Fig. 1: run 1, power grid
The bar under the picture is 50 um long. Pins as bars on the die edge. Tap cells in grey.
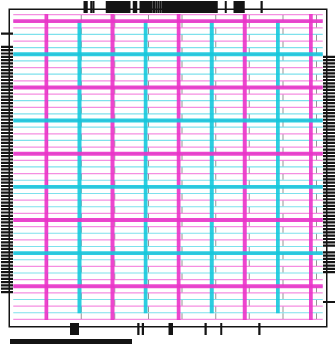
Fig. 2: run 1, routed clock nets over the placement
The bar under the picture is 50 um long.
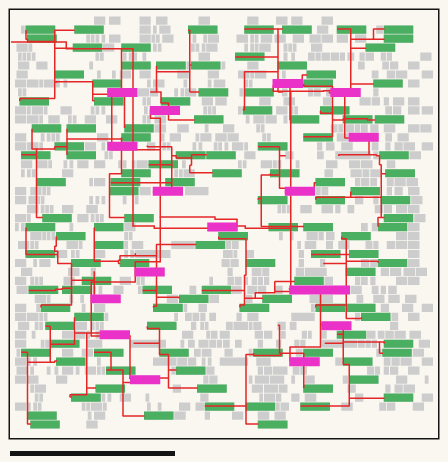
Fig. 3: run 1, placement by cell class
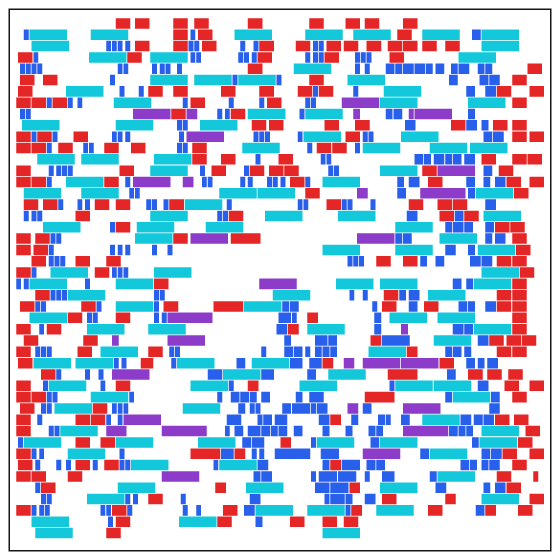
File: src/rtl/wb_initiator.sv
// wb_initiator: single-outstanding Wishbone classic-cycle initiator.
// Accepts one request on req_*, runs one bus read or write on wbm_*, and returns
// the result on rsp_*. A per-transaction timeout aborts a cycle that is never acked.
//
// Ports:
//   clk, rst_n                 clock (rising edge), async active-low reset
//   req_valid/req_ready        request handshake; req_we/addr/wdata/sel payload
//   rsp_valid/rsp_ready        response handshake; rsp_rdata, rsp_err (timeout)
//   wbm_cyc_o .. wbm_sel_o     Wishbone initiator outputs (stb mirrors cyc)
//   wbm_dat_i, wbm_ack_i       Wishbone slave read data and acknowledge
module wb_initiator #(
    parameter int unsigned TIMEOUT_CYCLES = 255
) (
    input  logic        clk,
    input  logic        rst_n,
    input  logic        req_valid,
    output logic        req_ready,
    input  logic        req_we,
    input  logic [31:0] req_addr,
    input  logic [31:0] req_wdata,
    input  logic [3:0]  req_sel,
    output logic        rsp_valid,
    input  logic        rsp_ready,
    output logic [31:0] rsp_rdata,
    output logic        rsp_err,
    output logic        wbm_cyc_o,
    output logic        wbm_stb_o,
    output logic        wbm_we_o,
    output logic [31:0] wbm_adr_o,
    output logic [31:0] wbm_dat_o,
    output logic [3:0]  wbm_sel_o,
    input  logic [31:0] wbm_dat_i,
    input  logic        wbm_ack_i
);

    localparam int unsigned CNT_W  = 16;
    localparam int unsigned DATA_W = 32;
    localparam int unsigned ADDR_W = 32;
    localparam int unsigned SEL_W  = 4;

    typedef enum logic [1:0] {
        IDLE = 2'd0,
        BUS  = 2'd1,
        RESP = 2'd2
    } state_t;

    state_t              state_q, state_d;
    logic [CNT_W-1:0]    cnt_q, cnt_d;
    logic                req_ready_d;
    logic                rsp_valid_d;
    logic [DATA_W-1:0]   rsp_rdata_d;
    logic                rsp_err_d;
    logic                cyc_d;
    logic                we_d;
    logic [ADDR_W-1:0]   adr_d;
    logic [DATA_W-1:0]   dat_d;
    logic [SEL_W-1:0]    sel_d;
    logic                timeout_c;

    // Timeout fires on the edge where the counter has seen TIMEOUT_CYCLES-1 unacked cycles.
    assign timeout_c = (TIMEOUT_CYCLES != 0) &&
                       (cnt_q == CNT_W'(TIMEOUT_CYCLES - 1));

    assign wbm_stb_o = wbm_cyc_o;

    // Next-state and next-output logic.
    always_comb begin
        state_d     = state_q;
        cnt_d       = cnt_q;
        rsp_rdata_d = rsp_rdata;
        rsp_err_d   = rsp_err;
        we_d        = wbm_we_o;
        adr_d       = wbm_adr_o;
        dat_d       = wbm_dat_o;
        sel_d       = wbm_sel_o;

        case (state_q)
            IDLE: begin
                if (req_valid && req_ready) begin
                    we_d    = req_we;
                    adr_d   = req_addr;
                    dat_d   = req_wdata;
                    sel_d   = req_sel;
                    cnt_d   = '0;
                    state_d = BUS;
                end
            end
            BUS: begin
                // Ack has priority over a timeout on the same edge.
                if (wbm_ack_i) begin
                    rsp_rdata_d = wbm_we_o ? '0 : wbm_dat_i;
                    rsp_err_d   = 1'b0;
                    state_d     = RESP;
                end else if (timeout_c) begin
                    rsp_rdata_d = '0;
                    rsp_err_d   = 1'b1;
                    state_d     = RESP;
                end else begin
                    cnt_d = cnt_q + CNT_W'(1);
                end
            end
            RESP: begin
                if (rsp_ready) begin
                    state_d = IDLE;
                end
            end
            default: state_d = IDLE;
        endcase

        // Handshake and bus-cycle flags follow the state being entered.
        req_ready_d = (state_d == IDLE);
        rsp_valid_d = (state_d == RESP);
        cyc_d       = (state_d == BUS);
    end

    // State and output registers.
    always_ff @(posedge clk or negedge rst_n) begin
        if (!rst_n) begin
            state_q   <= IDLE;
            cnt_q     <= '0;
            req_ready <= 1'b0;
            rsp_valid <= 1'b0;
            rsp_rdata <= '0;
            rsp_err   <= 1'b0;
            wbm_cyc_o <= 1'b0;
            wbm_we_o  <= 1'b0;
            wbm_adr_o <= '0;
            wbm_dat_o <= '0;
            wbm_sel_o <= '0;
        end else begin
            state_q   <= state_d;
            cnt_q     <= cnt_d;
            req_ready <= req_ready_d;
            rsp_valid <= rsp_valid_d;
            rsp_rdata <= rsp_rdata_d;
            rsp_err   <= rsp_err_d;
            wbm_cyc_o <= cyc_d;
            wbm_we_o  <= we_d;
            wbm_adr_o <= adr_d;
            wbm_dat_o <= dat_d;
            wbm_sel_o <= sel_d;
        end
    end

endmodule
File: config.mk
export PLATFORM = sky130hd
export DESIGN_NAME = wb_initiator
export DESIGN_NICKNAME = d
export VERILOG_FILES = /design/src/rtl/wb_initiator.sv
export SDC_FILE = /design/constraint.sdc
export NUM_CORES = 1
export LEC_CHECK = 0
export CELL_PAD_IN_SITES_DETAIL_PLACEMENT = 0
export CELL_PAD_IN_SITES_GLOBAL_PLACEMENT = 1
export CORE_UTILIZATION = 32
export DETAILED_ROUTE_END_ITERATION = 10
export PLACE_DENSITY_LB_ADDON = 0.1
export RECOVER_POWER = 50
export SYNTH_ARGS = -nofsm -noshare
export SYNTH_HDL_FRONTEND = slang
export SYNTH_SLANG_ARGS = --single-unit
File: constraint.sdc
create_clock -name clk -period 1.9 [get_ports clk]
set_input_delay 0.475 -clock clk [delete_from_list [all_inputs] [get_ports clk]]
set_output_delay 0.475 -clock clk [all_outputs]
set_load 0.01 [all_outputs]
==> results.json, run 1 <==
{
  "min_path_type": "in2async",
  "drc": 0,
  "r2r_slack_ns": 0.19,
  "start_kind": "flip-flop",
  "grtUsageMet1": 0.236,
  "rr_endpoint": "wbm_adr_o[26]$_DFFE_PN0P_",
  "synth_area_um2": 5220,
  "max-clock-path-buffers": 2,
  "maxSlewHeadroom": 0.349,
  "muxShareOfSynthArea": 0.00959,
  "ys_types": 38,
  "use_met2": 0.281,
  "status": "finished clean",
  "setup_tns_ns": 0,
  "clkCellAreaFrac": 0.0742,
  "gr-total-overflow": 0,
  "hpwl_um": 10400,
  "synthToLayoutAreaGrowth_pct": 59.0,
  "fin_crit_ns": 1.82,
  "synthXorXnorAreaFrac": 0.00336,
  "syn-num-nets": 662,
  "cp_num_buf_inv": 1
}
Back to the opening pictures, Fig. 1:
[cyan] VDD
[magenta] VSS
met5 straps: 9
met1 rails: 47
Core Box Area: 15,900 um^2
Die H: 130 um
die width: 130 um
VDD IR max: 0.640 mV

Back to the opening pictures, Fig. 2:
[green] flip-flops | count: 123
[magenta] clock drivers | count: 17
[red] clock wires | length: 1,800 um
flops lie: all over the die
Clock Skew: 0.00460 ns
Clk network pwr share: 0.262
clock-net power: 3380 uW
Worst-Skew Late Latency: 0.41 ns

Back to the opening pictures, Fig. 3:
[blue] combinational and other logic | cells: 396 | share of their area: 25%
[cyan] flops | cells: 123 | share of their area: 38%
[purple] clock drivers and dummy loads | cells: 31 | share of their area: 7.7%
[red] other buffers and delay cells | cells: 232 | share of their area: 29%
Seq/total area: 0.371
final non-filler cell area: 8300 um^2

run 1: through the flow:
| step | util | setup slack, ns | hold WS [ns] | power (uW) | instance area, um^2 |
|---|---|---|---|---|---|
| floorplan | - | 0.232 | 0.179 | 6570 | 5220 |
| global placement | 0.485 | -0.147 | 0.282 | 9550 | 7710 |
| detailed placement | 0.485 | -0.205 | 0.282 | 9680 | 7710 |
| CTS | 0.525 | 0.0342 | 0.377 | 13200 | 8330 |
| global route | 0.522 | 0.0131 | 0.413 | 13800 | 8300 |
| finish | 0.522 | 0.0783 | 0.400 | 12900 | 8300 |
run 1: power breakdown:
group	internal (uW)	total [uW]	switching [uW]
registers	3680	4340	662
logic	2790	5200	2410
clock network	2210	3380	1170
total	8690	12900	4240
run 1: synthesized netlist by cell type (2+ instances only):
cell / count
nand2b_1: 35
nor3b_2: 2
o31ai_1: 4
and2_1: 2
inv_1: 4
or4_1: 3
nand4_1: 5
a21oi_1: 8
o21ai_1: 5
buf_4: 2
nor3_1: 2
a31oi_1: 3
buf_2: 10
buf_1: 2
o21ai_0: 35
ha_1: 2
and3_1: 6
and4_1: 3
nor2_1: 5
xor2_1: 2
dfrtp_1: 123
nand3_1: 3
nand2_1: 218
a22oi_1: 32
o311ai_0: 2
mux2i_1: 5
clkbuf_1: 20
run 1: flip-flops by register name, indices dropped and copies added (netlist names):
signal,cells
rsp_rdata,32
wbm_adr_o,32
wbm_dat_o,32
cnt_q,16
wbm_sel_o,4
state_q,2
req_ready,1
rsp_err,1
rsp_valid,1
wbm_cyc_o,1
wbm_we_o,1
run 1: repair_timing:
item / in CTS / in global routing
hold endpoints to repair: 1 / 0
endpoints found under the setup margin: 1 / 6
hold buffers: 1 / 0
buffers inserted: 0 / 0
resized: 1 / 1
Fig. 4: run 1, routed metal, one colour a layer
The bar under the picture is 50 um long. Only two layers are drawn.
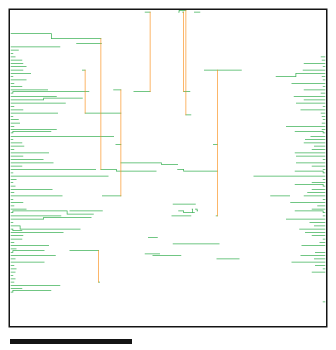

==> run 1 -> run 2 <==
--- a/config.mk
+++ b/config.mk
@@ -10,7 +10,7 @@
 export CORE_UTILIZATION = 32
 export DETAILED_ROUTE_END_ITERATION = 10
 export PLACE_DENSITY_LB_ADDON = 0.1
-export RECOVER_POWER = 50
+export RECOVER_POWER = 100
 export SYNTH_ARGS = -nofsm -noshare
 export SYNTH_HDL_FRONTEND = slang
 export SYNTH_SLANG_ARGS = --single-unit
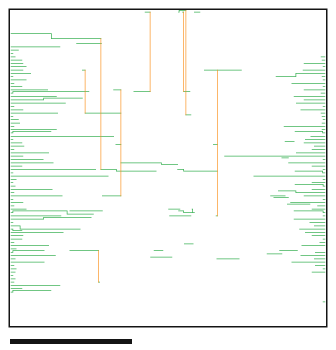
Fig. 5. Routed metal, one colour a layer (run 2).
The bar under the picture is 50 um long. Only two layers are drawn.
[green] metal 3 | wire length: 1,540 um
[orange] metal 4 | wire length: 296 um
WL per Instance: 15.2 um
vias post-DR: 4,737
Detailed Route WL: 15,200 um

==> results.json, run 2 <==
{
  "rows": 46,
  "insertion_delay_ns": 0.41,
  "viasPerCell": 4.75,
  "maxSlewHeadroom": 0.351,
  "top_regs": "rsp_rdata: 32 flops, wbm_adr_o: 32 flops, wbm_dat_o: 32 flops",
  "syn-num-nets": 662,
  "simple_gate_area_frac": 0.251,
  "ys_cells": 554,
  "ys.flops": 123,
  "rr_endpoint": "cnt_q[4]$_DFFE_PN0P_",
  "cp_data_arrival_time_ns": 1.35,
  "start_kind": "flip-flop",
  "synthXorXnorAreaFrac": 0.00336,
  "max-clock-path-buffers": 2,
  "hold_slack_ns": 0.400,
  "netlist.top_cell.by_area": "dfrtp_1",
  "min_path_type": "in2async",
  "synthToLayoutAreaGrowth_pct": 58.8,
  "gr-total-overflow": 0,
  "postRouteAntennaNets": 0,
  "synth_area_um2": 5220,
  "final_util": 0.522,
  "fin_crit_ns": 1.82,
  "yosys-top-cells-count": "218 x nand2_1, 123 x dfrtp_1, 35 x nand2b_1, 35 x o21ai_0, 32 x a22oi_1",
  "hpwl_um": 10400,
  "finClkSkew_ns": 0.00467,
  "status": "finished clean",
  "top_cell": "nand2_1",
  "drc": 0,
  "fillCellCount": 1456,
  "clk_pin_slew_worst_paths_ns": 0.05,
  "r2r_slack_ns": 0.17,
  "path_max_fanout": 3,
  "die_x_um": 130,
  "setup_tns_ns": 0,
  "die_y_um": 130,
  "muxShareOfSynthArea": 0.00959,
  "ys_types": 38,
  "layout_top_cell": "nand2_1",
  "topCellsByArea": "dfrtp_1 59%, nand2_1 16%, a22oi_1 4.6%"
}
## run 2: cell counts after synthesis
No cell type changed its count.
## run 2: layout make-up
cell class | count | area [um^2] | share of cell area
timing repair buffer | 232 | 2320 | 0.280
clock inverter | 12 | 173 | 0.0208
inverter | 4 | 15.0 | 0.00181
clock buffer | 19 | 443 | 0.0534
tap | 216 | 270 | 0.0326
multi-input combinational | 392 | 1990 | 0.240
sequential | 123 | 3080 | 0.371
## run 2: metal layers
metal / global-route usage / up-vias / routed length, um / part of all wire
met5: 0 / - / 0 / 0
met4: 0.0793 / 0 / 295 / 0.019
met1: 0.236 / 2247 / 6580 / 0.43
li1: - / 2271 / - / -
met2: 0.281 / 198 / 6780 / 0.45
met3: 0.0754 / 21 / 1540 / 0.10
## run 2: logic make-up (layout without fill, tap and decap cells)
group           count (synthesis)  count (layout)
fa+ha+maj                       2               2
mux                             5               5
buf+inv                        39             267
xor+xnor                        2               2
flops                         123             123
simple gates                  291             291
compound gates                 92              92
## run 2: where the power goes
part | internal, uW | total [uW] | switching (uW)
Combinational | 2790 | 5190 | 2400
Sequential | 3680 | 4350 | 664
Clock | 2210 | 3380 | 1170
Total | 8680 | 12900 | 4240
## run 2: what timing repair did
item / 4_1_cts / 5_1_grt
gates resized: 1 / 1
hold buffers: 1 / 0
buffers inserted: 0 / 0
hold endpoints to repair: 1 / 0
endpoints found under the setup margin: 1 / 6
## run 2: through the flow
step                      setup slack, ns  total power, uW  cell area [um^2]  std cells
after global placement             -0.147             9550              7710        966
after CTS                          0.0342            13200              8330        998
after detailed placement           -0.205             9680              7710        966
after global routing               0.0131            13800              8290        998
after floorplan                     0.232             6570              5220        554
final                              0.0778            12900              8290        998
Power is estimated from default activity; no workload was simulated.
